File: src/rtl/instr_fetch_unit_pkg.sv
// Shared definitions for the instruction fetch unit: FSM state encoding and
// default address/instruction widths.
package instr_fetch_unit_pkg;

  localparam int INSTR_W = 32;
  localparam int ADDR_W  = 32;

  typedef enum logic [1:0] {
    ST_IDLE  = 2'd0,
    ST_REQ   = 2'd1,
    ST_DRAIN = 2'd2
  } fetch_state_e;

endpackage : instr_fetch_unit_pkg

File: src/rtl/instr_fetch_unit_fifo.sv
// instr_fifo: DEPTH-entry buffer of {pc,instr} pairs with push/pop/clear.
// Clear has priority over a same-cycle push and pop.
module instr_fifo #(
  parameter int DEPTH = 4,
  parameter int W     = 64
) (
  input  logic         clk,
  input  logic         rst,
  input  logic         push,
  input  logic         pop,
  input  logic         clear,
  input  logic [0:W-1] wdata,
  output logic [0:W-1] rdata,
  output logic         full,
  output logic         empty
);

  localparam int PW = $clog2(DEPTH);
  localparam int CW = PW + 1;

  logic [0:W-1]  mem_q [DEPTH];
  logic [0:W-1]  mem_d [DEPTH];
  logic [PW-1:0] wr_ptr_q, wr_ptr_d;
  logic [PW-1:0] rd_ptr_q, rd_ptr_d;
  logic [CW-1:0] count_q,  count_d;
  logic          do_push,  do_pop;

  assign full    = (count_q == CW'(DEPTH));
  assign empty   = (count_q == '0);
  assign do_pop  = pop & ~empty;
  // A push at full is legal only when a pop frees the slot in the same cycle.
  assign do_push = push & (~full | do_pop);
  assign rdata   = mem_q[rd_ptr_q];

  always_comb begin
    // NOTE: every signal gets a default before any branch, so no latch is inferred.
    mem_d    = mem_q;
    wr_ptr_d = wr_ptr_q;
    rd_ptr_d = rd_ptr_q;
    count_d  = count_q;
    if (clear) begin
      wr_ptr_d = '0;
      rd_ptr_d = '0;
      count_d  = '0;
    end else begin
      if (do_push) begin
        mem_d[wr_ptr_q] = wdata;
        wr_ptr_d        = wr_ptr_q + PW'(1);
      end
      if (do_pop) begin
        rd_ptr_d = rd_ptr_q + PW'(1);
      end
      count_d = count_q + CW'(do_push) - CW'(do_pop);
    end
  end

  always_ff @(posedge clk or negedge rst) begin
    if (!rst) begin
      // NOTE: the storage array is reset too, so the head reads as zero out of reset.
      for (int i = 0; i < DEPTH; i++) mem_q[i] <= '0;
      wr_ptr_q <= '0;
      rd_ptr_q <= '0;
      count_q  <= '0;
    end else begin
      // NOTE: state is updated with non-blocking assignments only.
      mem_q    <= mem_d;
      wr_ptr_q <= wr_ptr_d;
      rd_ptr_q <= rd_ptr_d;
      count_q  <= count_d;
    end
  end

endmodule : instr_fifo

File: src/rtl/instr_fetch_unit.sv
// Instruction fetch unit: single-outstanding imem requester feeding a small
// {pc,instr} buffer toward decode, with PC back-pressure and flush/redirect.
module instr_fetch_unit
  import instr_fetch_unit_pkg::*;
#(
  parameter int DEPTH = 4,
  parameter int AW    = ADDR_W,
  parameter int DW    = INSTR_W
) (
  input  logic          clk,
  input  logic          rst,
  input  logic [0:AW-1] pc_in,
  output logic          pc_hold,
  output logic          imem_req,
  output logic [0:AW-1] imem_addr,
  input  logic          imem_ack,
  input  logic [0:DW-1] imem_rdata,
  input  logic          flush,
  output logic          if_valid,
  output logic [0:AW-1] if_pc,
  output logic [0:DW-1] if_instr,
  input  logic          id_ready
);

  fetch_state_e     state_q, state_d;
  logic             imem_req_q, imem_req_d;
  logic [0:AW-1]    imem_addr_q, imem_addr_d;
  logic             fifo_push, fifo_pop, fifo_full, fifo_empty;
  logic [0:AW+DW-1] fifo_head;

  always_comb begin
    state_d     = state_q;
    imem_req_d  = imem_req_q;
    imem_addr_d = imem_addr_q;
    fifo_push   = 1'b0;
    unique case (state_q)
      ST_IDLE: begin
        // Room is checked before issue, so the response always has a slot.
        if (!flush && !fifo_full) begin
          state_d     = ST_REQ;
          imem_req_d  = 1'b1;
          imem_addr_d = pc_in;
        end
      end
      ST_REQ: begin
        if (imem_ack) begin
          state_d    = ST_IDLE;
          imem_req_d = 1'b0;
          fifo_push  = !flush;
        end else if (flush) begin
          state_d = ST_DRAIN;
        end
      end
      ST_DRAIN: begin
        // The stale request is never withdrawn; wait out its ack and drop it.
        if (imem_ack) begin
          state_d    = ST_IDLE;
          imem_req_d = 1'b0;
        end
      end
      default: begin
        state_d    = ST_IDLE;
        imem_req_d = 1'b0;
      end
    endcase
  end

  always_ff @(posedge clk or negedge rst) begin
    if (!rst) begin
      state_q     <= ST_IDLE;
      imem_req_q  <= 1'b0;
      imem_addr_q <= '0;
    end else begin
      state_q     <= state_d;
      imem_req_q  <= imem_req_d;
      imem_addr_q <= imem_addr_d;
    end
  end

  assign imem_req  = imem_req_q;
  assign imem_addr = imem_addr_q;
  assign pc_hold   = !(state_q == ST_REQ && imem_ack && !flush);
  assign if_valid  = !fifo_empty;
  assign fifo_pop  = if_valid & id_ready;
  assign if_pc     = fifo_head[0:AW-1];
  assign if_instr  = fifo_head[AW:AW+DW-1];

  instr_fifo #(
    .DEPTH (DEPTH),
    .W     (AW + DW)
  ) u_fifo (
    .clk   (clk),
    .rst   (rst),
    .push  (fifo_push),
    .pop   (fifo_pop),
    .clear (flush),
    .wdata ({imem_addr_q, imem_rdata}),
    .rdata (fifo_head),
    .full  (fifo_full),
    .empty (fifo_empty)
  );

endmodule : instr_fetch_unit
File: config.mk
export PLATFORM = sky130hd
export DESIGN_NAME = instr_fetch_unit
export DESIGN_NICKNAME = d
export VERILOG_FILES = /design/src/rtl/instr_fetch_unit_pkg.sv /design/src/rtl/instr_fetch_unit_fifo.sv /design/src/rtl/instr_fetch_unit.sv
export SDC_FILE = /design/constraint.sdc
export NUM_CORES = 1
export LEC_CHECK = 0
export CORE_MARGIN = 5
export CORE_UTILIZATION = 60
export DETAILED_ROUTE_END_ITERATION = 8
export GPL_ROUTABILITY_DRIVEN = 0
export PLACE_DENSITY = 0.85
export SLEW_MARGIN = 20
export SYNTH_ARGS = -nofsm -noshare
export SYNTH_HDL_FRONTEND = slang
export SYNTH_HIERARCHICAL = 1
export SYNTH_SLANG_ARGS = --single-unit
File: constraint.sdc
create_clock -name clk -period 6.7 [get_ports clk]
set_input_delay 1.34 -clock clk [delete_from_list [all_inputs] [get_ports clk]]
set_output_delay 1.34 -clock clk [all_outputs]
set_load 0.01 [all_outputs]
==> Slide: Implementation Results, run 1 <==
Synthesis and Place & Route Summary

Outcome
  – Status: complete, no violations

Critical path
  – CP max FO: 36
  – CP Class: flop to output port
  – Startpoint Class: flop
  – Crit path DAT: between 3000 and 4000 ps
  – Required time of the critical path: 5360 ps

Logic synthesis
  – Synthesis area per yosys: between 10000 and 15000 um^2
  – Largest area contributor in the netlist: dfrtp_1
  – FFs w/ async S/R, synth: 1.00
  – Top cell area share: 0.545
  – Mean Syn Cell Area: ~18 um^2
  – Main area contributors: dfrtp_1 54%, mux2_4 20%, mux4_2 11%, mux2_2 8.2%, buf_6 1.7%
  – Mapped Nets: between 800 and 900
  – Cells after synthesis: 762
  – Mapped Area: ~14000 um^2
  – Synth Seq Share: 0.545
  – Synth warn: 6
  – Cells in synth_stat.txt: about 760
  – Netlist cell types: 36
  – Flops after synth: 298

STA
  – Min Tclk post-route: around 4400 ps
  – Fmax: between 200 and 250 MHz
  – Worst setup margin: roughly 2300 ps
  – Clock skew: about 15 ps
  – Max_slew headroom: 0.450
  – Final setup TNS: 0 ps
  – Endpoints failing hold: 0
  – Fin crit share: 0.651
  – Worst slew pin tran: 825 ps

Job
  – Max cap viols: 0
  – OpenROAD warnings: 34

Global routing
  – First-pass GRT wire length: 44900 um
  – Total GRT Usage: 0.213
  – Initial antenna violation count: 0
  – Largest net degree at the start of global routing: between 100 and 150
  – Total gr overflow: 0

Worst hold path
  – Hold WC Path Type: flop to flop

Place
  – Dpl ws: 2400 ps
  – HPWL Detailed: 16600 um
  – Placed insts: between 1k and 1.5k

Routing
  – Via Count: approximately 7.1k
  – Post-DR wirelength/cell: between 20 and 25 um
  – Routed vias/inst: about 5.7
  – Final wirelength: 27300 um
  – Drt first-iter violations: 385
  – First-pass iteration count of the detailed router: 4

Floorplanning
  – Die y size: 161 um
  – Die Wd: 161 um
  – Row count: around 55
  – Die area: 25900 um^2

Finish
  – ANT cells: 0
  – Area delta synth->final: 21.3%
  – Filler cell count: between 1k and 1.5k
  – Most common logic cells in the final layout: 296 x dfrtp_1, 180 x mux2_4, 166 x clkdlybuf4s50_1
  – Layout cells sized above 1: 0.441

Clock network
  – Clock slew at reported path FFs: ~60 ps
  – Sinks on Clock Net: 298
  – CTS tree: yes
  – CTS Buf Count: 30
  – Clock tree buffer depth: 3
  – CTS Hold Bufs: 0
  – Max H-tree Level: 1
  – Post CTS Setup Buffer Count: 0
  – CTS root buf: clkbuf_16
  – Clk_lat worst skew: 540 ps

Power and ir drop
  – Worst vdd ir: 0.295 mV
  – Power Density: about 380 nW/um^2
-- run 1: where the power goes --
part	total, W	internal (W)	switching, W
logic	0.00195	0.00130	0.000647
registers	0.00261	0.00223	0.000377
clock network	0.00174	0.00107	0.000670
-- run 1: final timing paths --
check	from	end	slack, ps	depth (start not counted)
max	u_fifo/rd_ptr_q[1]	if_pc[29]	2340	3
min reg2reg	u_fifo/mem_q[75]	u_fifo/mem_q[75]	480	1
max reg2reg	u_fifo/count_q[1]	u_fifo/count_q[2]	3200	12
min in group asynchronous	rst	u_fifo/mem_q[208]	870	1
max in group asynchronous	rst	u_fifo/rd_ptr_q[1]	4640	2
min	u_fifo/mem_q[75]	u_fifo/mem_q[75]	480	1
-- run 1: cell type report --
class,instances,area (um^2),area share
sequential,298,7460,0.449
multi-input combinational,409,5890,0.354
timing repair buffer,184,1820,0.109
clock buffer,47,936,0.0563
tap,285,357,0.0215
clock inverter,8,115,0.00693
inverter,10,37.5,0.00226
-- run 1: registers in the layout (all words and copies together), names as in the netlist --
| signal | flops |
|---|---|
| state_q | 2 |
| u_fifo/mem_q | 256 |
| u_fifo/count_q | 3 |
| u_fifo/rd_ptr_q | 2 |
| imem_addr | 32 |
| u_fifo/wr_ptr_q | 2 |
| imem_req | 1 |
-- run 1: cell usage after synthesis (2+ instances only) --
cell type / instances
a21oi_1: 3
buf_1: 2
buf_2: 12
buf_4: 3
buf_6: 21
clkbuf_1: 7
dfrtp_1: 298
ha_1: 10
inv_1: 10
mux2_1: 9
mux2_2: 100
mux2_4: 180
mux4_2: 64
nand2_1: 2
nand2b_1: 3
nor2_1: 7
nor2b_1: 3
nor3_1: 2
nor3_4: 2
nor4bb_1: 4
o21ai_0: 4
xor2_1: 2
-- run 1: worst max-delay path, cell delays in order (launching register included) --
cell and delay (ps):
dfrtp_2 890, buf_4 610, mux4_2 390, clkdlybuf4s50_1 560
-- run 1: kinds of logic after synthesis --
logic type,Yosys count,share of synthesized area
mux,353,0.392
flops,298,0.545
buf+inv,55,0.0285
simple gates,31,0.0171
compound gates,12,0.00539
fa+ha+maj,11,0.0106
xor+xnor,2,0.00128
-- run 1: stage by stage --
stage | power [W] | cell area [um^2]
2_1_floorplan | 0.00364 | 13700
3_3_place_gp | 0.00453 | 15600
3_5_place_dp | 0.00459 | 15600
4_1_cts | 0.00636 | 16600
5_1_grt | 0.00661 | 16600
6_report | 0.00630 | 16600
-- run 1: routing by layer --
layer,up-vias,global-route usage,share of wire
met2,165,0.341,0.48
li1,3149,-,-
met5,-,0,0
met3,26,0.0498,0.056
met4,0,0.0399,0.014
met1,3767,0.308,0.45
### Logic cells by family, run 1

The bar under the picture is 50 um long.
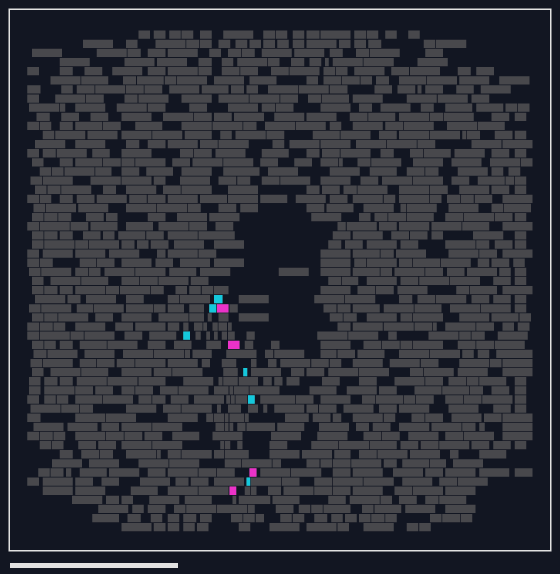
Magenta shows AND and OR gates, cells 4. Cyan shows NAND gates, cells 6, most used nand2b_1.
most frequent logic cell in the layout: dfrtp_1
final cell count without fillers: 1241
Comb/total area: 0.354

### Wires at chosen ports, followed through buffers, run 1

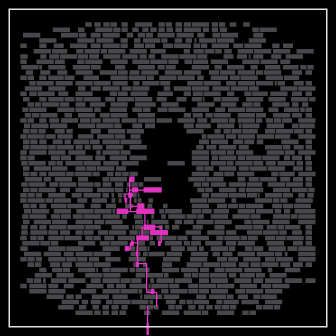
Magenta shows `flush`, bits 1, direction input, edge bottom, end cells 19, buffers 2, wire 161 um.
IO Count: 168
number of port buffers: 167

### Placement density heat map, run 1

16 x 16 tiles, from black (low) to pale yellow (high), 0 to 100% covered.
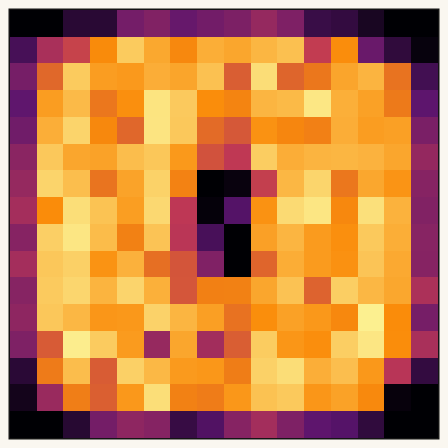
The fullest tile reaches 97%. The mean over all tiles is 63%. 5.5% of the tiles are nearly empty.
Finished Core Util: 0.736
fp util: 0.606
Core ar.: 22600 um^2

==> run 1 -> run 2 <==
--- a/config.mk
+++ b/config.mk
@@ -6,10 +6,10 @@
 export NUM_CORES = 1
 export LEC_CHECK = 0
 export CORE_MARGIN = 5
-export CORE_UTILIZATION = 60
+export CORE_UTILIZATION = 56
 export DETAILED_ROUTE_END_ITERATION = 8
 export GPL_ROUTABILITY_DRIVEN = 0
-export PLACE_DENSITY = 0.85
+export PLACE_DENSITY = 0.8
 export SLEW_MARGIN = 20
 export SYNTH_ARGS = -nofsm -noshare
 export SYNTH_HDL_FRONTEND = slang
==> constraint.sdc (replaced) <==
create_clock -name clk -period 4.5 [get_ports clk]
set_input_delay 0.9 -clock clk [delete_from_list [all_inputs] [get_ports clk]]
set_output_delay 0.9 -clock clk [all_outputs]
set_load 0.01 [all_outputs]
### Wires at chosen ports, followed through buffers, run 2

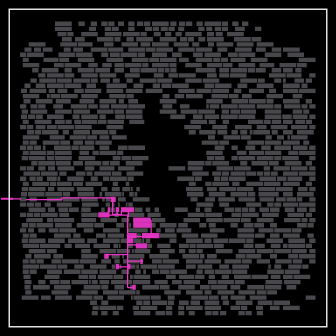
Magenta shows `flush`, bits 1, direction input, edge left, end cells 19, buffers 2, wire 189 um.

### M3 wires, run 2

The bar under the picture is 50 um long.
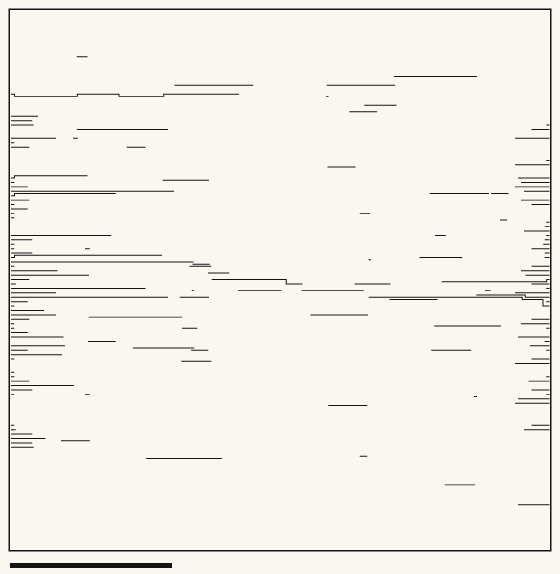
The layer holds 5.5% of the routed length. The layer carries 1530 um of wire. The wires run mostly horizontal. 119 nets have wire on it.
Via Count: 7182
met3 Use GR: 0.0467
final wirelength: 27700 um

==> run 2 against run 1 <==
Effect of this change: synthesized cell count is the same; sequential share of layout area shrank 0.49 points; clock power grew 57%; core utilization shrank 4.1 points; wire length grew 1.4%; clock skew shrank 4.0 ps; global-route usage shrank 1.3 points; via count grew 1.1%; sequential power grew 48%; total power grew 51%; area after synthesis is the same; flip-flop count is the same; critical endpoint is now if_pc[16]; highest routed layer unchanged.
==> Slide: Implementation Results, run 2 <==
Synthesis and Place & Route Summary

Outcome
  – Status: complete, no violations

Critical path
  – CP cell instances: buf_12 > mux4_2 > clkdlybuf4s50_1
  – Startpoint Class: flop
  – Largest stage delay, worst path: 830 ps (-60 ps)
  – Required time of the critical path: 3600 ps (-1760 ps)
  – Crit path DAT: 2790 ps (-230 ps)
  – CP max FO: 28 (-22%)
  – CP Class: flop to output port
  – Reg2reg setup slack: 1120 ps (-2080 ps)
  – Slowest-stage cell, CP: dfrtp_4

Routing
  – DRT antenna net count: 0
  – Met2 routed WL: 12900 um (-1.5%)
  – First-pass iteration count of the detailed router: 4 (unchanged)
  – Routed met1 length: 12800 um (+4.1%)
  – Drt first-iter violations: 357 (-7.3%)
  – DR WL met3: 1530 um (-0.20%)
  – Routed vias/inst: 5.60 (-2.2%)
  – Max Used Layer: met4
  – Post-DR wirelength/cell: 21.6 um (-1.8%)

Logic synthesis
  – Cells after synthesis: 762 (unchanged)
  – Count leader, synth: dfrtp_1
  – Largest area contributor in the netlist: dfrtp_1
  – FFs w/ async S/R, synth: 1.00 (unchanged)
  – Synth warn: 6 (unchanged)
  – Mapped Nets: 842 (unchanged)
  – Flops after synth: 298 (unchanged)
  – Synth Seq Share: 0.545 (unchanged)
  – Main flop type: dfrtp_1
  – Cells in synth_stat.txt: 762 (unchanged)
  – Top cell area share: 0.545 (unchanged)
  – Mean Syn Cell Area: 18.0 um^2 (unchanged)
  – Main area contributors: dfrtp_1 54%, mux2_4 20%, mux4_2 11%, mux2_2 8.2%, buf_6 1.7%
  – Netlist cell types: 36 (unchanged)
  – Mapped Area: 13700 um^2 (unchanged)
  – Synthesis area per yosys: 13700 um^2 (unchanged)
  – Top cells by count: 298 x dfrtp_1, 180 x mux2_4, 100 x mux2_2

Finish
  – Largest register FFs: 256 (unchanged)
  – Most frequent logic cell in the layout: dfrtp_1
  – Layout cells sized above 1: 0.448 (+0.00639)
  – Most common logic cells in the final layout: 296 x dfrtp_1, 180 x mux2_4, 166 x clkdlybuf4s50_1
  – ANT cells: 0 (unchanged)
  – Area delta synth->final: 22.7%
  – Biggest register: u_fifo/mem_q
  – Final cell count without fillers: 1282 (+3.3%)
  – Finished Core Util: 0.695 (-0.0414)

Floorplanning
  – Core ar.: 24200 um^2 (+7.1%)
  – Die Wd: 166 um (+3.3%)
  – Row count: 57 (+3.6%)
  – IO Count: 168 (unchanged)
  – Fp util: 0.566 (-0.0403)
  – Die area: 27700 um^2 (+6.7%)
  – Die y size: 166 um (+3.3%)

Place
  – Placed insts: 1225 (+3.3%)
  – Number of port buffers: 167 (unchanged)

Clock network
  – CTS tree: yes
  – CTS Hold Bufs: 0 (unchanged)
  – Clk_lat worst skew: 540 ps (about the same)
  – CTS Buf Count: 31 (+3.3%)
  – Post CTS Setup Buffer Count: 0 (unchanged)
  – Post-CTS Resized: 0
  – Sinks on Clock Net: 298 (unchanged)
  – Clock tree buffer depth: 3 (unchanged)
  – CTS root buf: clkbuf_16
  – Max H-tree Level: 1 (unchanged)
  – Clock slew at reported path FFs: 60 ps (about the same)

STA
  – Fin crit share: 0.820
  – Max_slew headroom: 0.435 (-0.0144)
  – Clock skew: 10.8 ps (-4.05 ps)
  – Min Tclk post-route: 3690 ps
  – Worst slew pin tran: 847 ps (+21.6 ps)
  – Fmax: 271 MHz
  – Endpoints failing hold: 0 (unchanged)
  – Final setup TNS: 0 ps (unchanged)

Power and ir drop
  – Logic pwr share: 0.307 (-0.002)
  – Internal: 0.00694 W (+51%)
  – Clock share of power: 0.287 (+0.011)
  – Worst vdd ir: 0.469 mV (+59%)
  – P_sw: 0.00259 W (+53%)
  – Seq pwr share: 0.406 (-0.009)
  – Tot Pwr: 0.00954 W (+51%)
  – Sw Share: 0.272 (+0.00299)
  – Power Density: 568 nW/um^2 (+50%)

Global routing
  – Total GRT Usage: 0.200 (-0.0133)
  – First-pass GRT wire length: 45600 um (+1.6%)
  – Vias in the first global route: about 8k
  – Total gr overflow: 0 (unchanged)
  – Largest net degree at the start of global routing: 107 (-3.6%)
  – Initial antenna violation count: 0 (unchanged)

Job
  – Max cap viols: 0 (unchanged)
  – OpenROAD warnings: 34 (unchanged)

Worst hold path
  – Hold WC Path Type: input port to async pin
## run 2: power groups by stage
stage	registers, W	logic [W]	clock network [W]
final	0.00387	0.00293	0.00273
after global routing	0.00398	0.00312	0.00291
after detailed placement	0.00389	0.00296	0
after floorplan	0.00379	0.00163	0
after CTS	0.00388	0.00298	0.00279
after global placement	0.00387	0.00289	0
## run 2: through the flow
stage	worst slack, ps	hold slack, ps	area, um^2
finish	811	371	16800
global route	608	431	16800
CTS	721	435	16800
detailed placement	679	469	15700
global placement	749	464	15700
floorplan	1500	452	13700
## run 2: routing by layer
layer	track usage	up-vias
li1	-	3155
met1	0.289	3814
met2	0.319	174
met3	0.0467	39
met4	0.0370	0
met5	0	-
## run 2: path summary, 6_finish.rpt
kind,end,cells after the start,start
max in group asynchronous,u_fifo/mem_q[231],2,rst
min in group clk,u_fifo/mem_q[75],1,u_fifo/mem_q[75]
setup reg to reg,u_fifo/count_q[2],12,u_fifo/count_q[1]
hold reg to reg,u_fifo/mem_q[75],1,u_fifo/mem_q[75]
hold / removal,u_fifo/mem_q[201],1,rst
setup / recovery,if_pc[16],3,u_fifo/rd_ptr_q[0]
## run 2: critical path, delay by kind of cell (launching register included)
kind     cells  cell delay, ps
flops        1             830
mux          1             550
buf+inv      2             840
## run 2: kinds of logic after synthesis
kind of cell             synth area share
XOR/XNOR                          0.00128
flip-flops                          0.545
buffers and inverters              0.0285
adder cells (fa/ha/maj)            0.0106
multiplexers                        0.392
AND/OR/NAND/NOR                    0.0171
AND-OR/OR-AND                     0.00539
## run 2: layout make-up
type	instances	area, um^2
clock buffer	36	835
clock inverter	21	274
fill	1578	7380
inverter	10	37.5
multi-input combinational	409	5890
sequential	298	7460
tap	324	405
timing repair buffer	184	1890
==> run 2 -> run 3 <==
--- a/config.mk
+++ b/config.mk
@@ -6,10 +6,10 @@
 export NUM_CORES = 1
 export LEC_CHECK = 0
 export CORE_MARGIN = 5
-export CORE_UTILIZATION = 56
+export CORE_UTILIZATION = 51
 export DETAILED_ROUTE_END_ITERATION = 8
 export GPL_ROUTABILITY_DRIVEN = 0
-export PLACE_DENSITY = 0.8
+export PLACE_DENSITY = 0.77
 export SLEW_MARGIN = 20
 export SYNTH_ARGS = -nofsm -noshare
 export SYNTH_HDL_FRONTEND = slang
==> constraint.sdc (replaced) <==
create_clock -name clk -period 3.1 [get_ports clk]
set_input_delay 0.62 -clock clk [delete_from_list [all_inputs] [get_ports clk]]
set_output_delay 0.62 -clock clk [all_outputs]
set_load 0.01 [all_outputs]
==> run 3 against run 2 <==
Effect of this change: clock skew increased by 12 ps; clock power up 44%; die size is 9.2% higher; combinational power up 46%; wire length is 1.1% lower; sequential share of layout area down 0.86 points; worst hold slack worse by 280 ps; largest cell class unchanged; highest routed layer is now met5.
==> Slide: Implementation Results, run 3 <==
Synthesis and Place & Route Summary

Outcome
  – Status: complete, no violations

Power and ir drop
  – Leak pwr: 7.67 nW
  – Tot Pwr: 0.0138 W (+45%)
  – Power Density: 806 nW/um^2 (+42%)
  – Worst vdd ir: 0.627 mV (+34%)

Logic synthesis
  – Cells after synthesis: 762 (unchanged)
  – Netlist cell types: 36 (unchanged)
  – Largest area contributor in the netlist: dfrtp_1
  – Mapped Area: 13700 um^2 (unchanged)
  – FFs w/ async S/R, synth: 1.00 (unchanged)
  – Synth Seq Share: 0.545 (unchanged)
  – Top cells by count: 298 x dfrtp_1, 180 x mux2_4, 100 x mux2_2
  – Number of synthesized flops with an enable pin: 0
  – Count leader, synth: dfrtp_1
  – Mean Syn Cell Area: 18.0 um^2 (unchanged)
  – Synth warn: 6 (unchanged)
  – Cells in synth_stat.txt: 762 (unchanged)
  – Flops after synth: 298 (unchanged)
  – Mapped Nets: 842 (unchanged)
  – Main area contributors: dfrtp_1 54%, mux2_4 20%, mux4_2 11%, mux2_2 8.2%, buf_6 1.7%
  – Top cell area share: 0.545 (unchanged)
  – Main flop type: dfrtp_1
  – Synthesis area per yosys: 13700 um^2 (unchanged)

Finish
  – ANT cells: 0 (unchanged)
  – Nets: approximately 1.0k
  – Layout cells sized above 1: 0.458 (+0.0101)
  – Area delta synth->final: 25.1%
  – Most common logic cells in the final layout: 296 x dfrtp_1, 180 x mux2_4, 166 x clkdlybuf4s50_1
  – Final design instance area without fill: 17100 um^2 (+2.0%)
  – Most frequent logic cell in the layout: dfrtp_1
  – Largest register FFs: 256 (unchanged)
  – Biggest register: u_fifo/mem_q

STA
  – Endpoints failing hold: 0 (unchanged)
  – Clock skew: 22.9 ps (+12.1 ps)
  – Fin crit share: 0.969
  – Worst slew pin tran: 666 ps (-181 ps)
  – Min Tclk post-route: 3000 ps
  – Fin Hold WS: 95.1 ps (-276 ps)
  – Fmax: approximately 330 MHz
  – RSZ-0062 raised after global routing: no
  – Slew Limit Fails: 0
  – Final setup fails: 0
  – Max_slew headroom: 0.556 (+0.121)

Critical path
  – Startpoint Class: flop
  – Setup crit end kind: output port
  – Worst Reg2Reg Path Length in Cells: 13 (+1)
  – Crit path capture: if_instr[30]
  – CP startpoint: u_fifo/rd_ptr_q[0]
  – CP Class: flop to output port
  – Required time of the critical path: 2480 ps (-1120 ps)
  – Worst R2R End: u_fifo/count_q[2]
  – Worst r2r src: u_fifo/count_q[1]
  – CP max FO: 26 (-7.1%)
  – Crit path DAT: 2380 ps (-410 ps)
  – Reg2reg setup slack: 290 ps (-830 ps)

Place
  – HPWL Detailed: 17900 um
  – Number of port buffers: 167 (unchanged)
  – Area after DPL: 16000 um^2 (+2.1%)

Clock network
  – Clock slew at reported path FFs: 60 ps (about the same)
  – Clock tree buffer depth: 3 (unchanged)
  – Post-CTS Resized: 0 (unchanged)
  – CTS Buf Count: 31 (unchanged)
  – Clk_lat worst skew: 560 ps (+20 ps)
  – CTS root buf: clkbuf_16
  – Max H-tree Level: 1 (unchanged)
  – Post CTS Setup Buffer Count: 2 (+2)
  – CTS tree: yes
  – Sinks on Clock Net: 298 (unchanged)
  – CTS Hold Bufs: 0 (unchanged)

Global routing
  – Vias in the first global route: 8242 (+0.78%)
  – Largest net degree at the start of global routing: 82 (-23%)
  – Total gr overflow: 0 (unchanged)
  – First-pass GRT wire length: 45700 um (+0.18%)
  – Total GRT Usage: 0.184 (-0.0166)
  – Initial antenna violation count: 1 (+1)

Floorplanning
  – Die y size: 174 um (+4.5%)
  – Row count: 60 (+5.3%)
  – IO Count: 168 (unchanged)
  – Die area: 30200 um^2 (+9.2%)
  – Die Wd: 174 um (+4.5%)

Worst hold path
  – Hold WC Path Type: input port to async pin

Job
  – OpenROAD warnings: 32 (-5.9%)
  – Max cap viols: 0 (unchanged)

Routing
  – First-pass iteration count of the detailed router: 4 (unchanged)
  – DRT antenna net count: 0 (unchanged)
  – Drt first-iter violations: 352 (-1.4%)
  – Post-DR wirelength/cell: 20.7 um (-4.4%)
  – Final wirelength: 27400 um (-1.1%)
  – # DRC: 0
  – Routed vias/inst: 5.50 (-1.9%)
  – Via Count: 7290 (+1.5%)
[run 3: netlist changes by cell type in the layout (fill, tap and decap cells not counted), moves of 2 or more]
cell and delta:
clkbuf_1 +5, clkbuf_8 +3, buf_12 +10, clkinv_2 -4, buf_4 +17, clkinvlp_4 -2
[run 3: through the flow]
step / TNS, ps / setup WS, ps / std cells
final: 0 / 95.4 / 1326
after global routing: 0 / 7.42 / 1326
after CTS: 0 / 51.0 / 1326
after detailed placement: -38.4 / -38.4 / 1267
after global placement: 0 / 19.6 / 1267
after floorplan: 0 / 255 / 762
[run 3: cell families (layout without fill, tap and decap cells)]
group | Yosys count | count (layout) | synth area share
buffers and inverters | 55 | 278 | 0.0285
XOR/XNOR | 2 | 2 | 0.00128
AND-OR/OR-AND | 12 | 12 | 0.00539
multiplexers | 353 | 353 | 0.392
flip-flops | 298 | 298 | 0.545
adder cells (fa/ha/maj) | 11 | 11 | 0.0106
AND/OR/NAND/NOR | 31 | 31 | 0.0171
[run 3: final cells by class]
class | instances | area [um^2] | area share
timing repair buffer | 211 | 2220 | 0.130
inverter | 10 | 37.5 | 0.00219
tap | 341 | 427 | 0.0249
clock inverter | 13 | 200 | 0.0117
multi-input combinational | 409 | 5890 | 0.344
sequential | 298 | 7460 | 0.436
clock buffer | 44 | 895 | 0.0522
[run 3: critical path, cell delays in order, from the launching register on]
cell             delay [ps]
dfrtp_4                 480
buf_12                  260
mux4_2                  570
clkdlybuf4s50_1         500
[run 3: routing by layer]
| layer | track usage | part of all wire |
|---|---|---|
| met4 | 0.0403 | 0.021 |
| met1 | 0.267 | 0.46 |
| met3 | 0.0399 | 0.049 |
| met5 | 0 | 0.00047 |
| met2 | 0.288 | 0.47 |
[run 3: worst min-delay path by stage]
stage | depth (start not counted) | slack [ps] | from | to
CTS | 1 | 90 | rst | u_fifo/mem_q[64]
global route | 1 | 130 | rst | u_fifo/mem_q[223]
finish | 1 | 100 | rst | u_fifo/mem_q[136]
global placement | 1 | 460 | u_fifo/mem_q[76] | u_fifo/mem_q[76]
floorplan | 0 | 320 | rst | imem_addr[0]
detailed placement | 1 | 470 | u_fifo/mem_q[73] | u_fifo/mem_q[73]
[run 3: where the power goes]
| part | switching (W) | leakage, nW | internal [W] | total, W |
|---|---|---|---|---|
| Sequential | 0.000784 | 3.95 | 0.00483 | 0.00561 |
| Clock | 0.00150 | 0.538 | 0.00242 | 0.00392 |
| Combinational | 0.00142 | 3.18 | 0.00286 | 0.00427 |
### Placement view, run 3

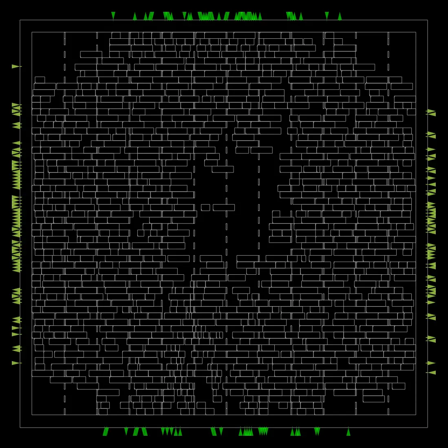
Core ar.: 26700 um^2
filler cell count: 1899
flop count: 298
final cell count without fillers: 1326

### Placement density heat map, run 3

17 x 17 tiles, from black (low) to pale yellow (high), 0 to 100% covered.
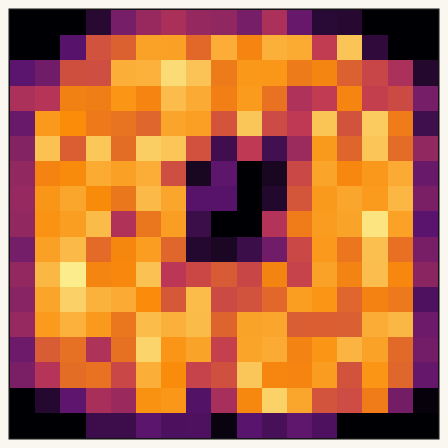
The mean over all tiles is 55%. 33% of the tiles are over 75% full. The emptiest ninth of the die: middle. The fullest tile reaches 96%. 8.0% of the tiles are nearly empty.
fp util: 0.512
Finished Core Util: 0.641

Power figures rest on the tool's default switching activity, not on a simulated workload.
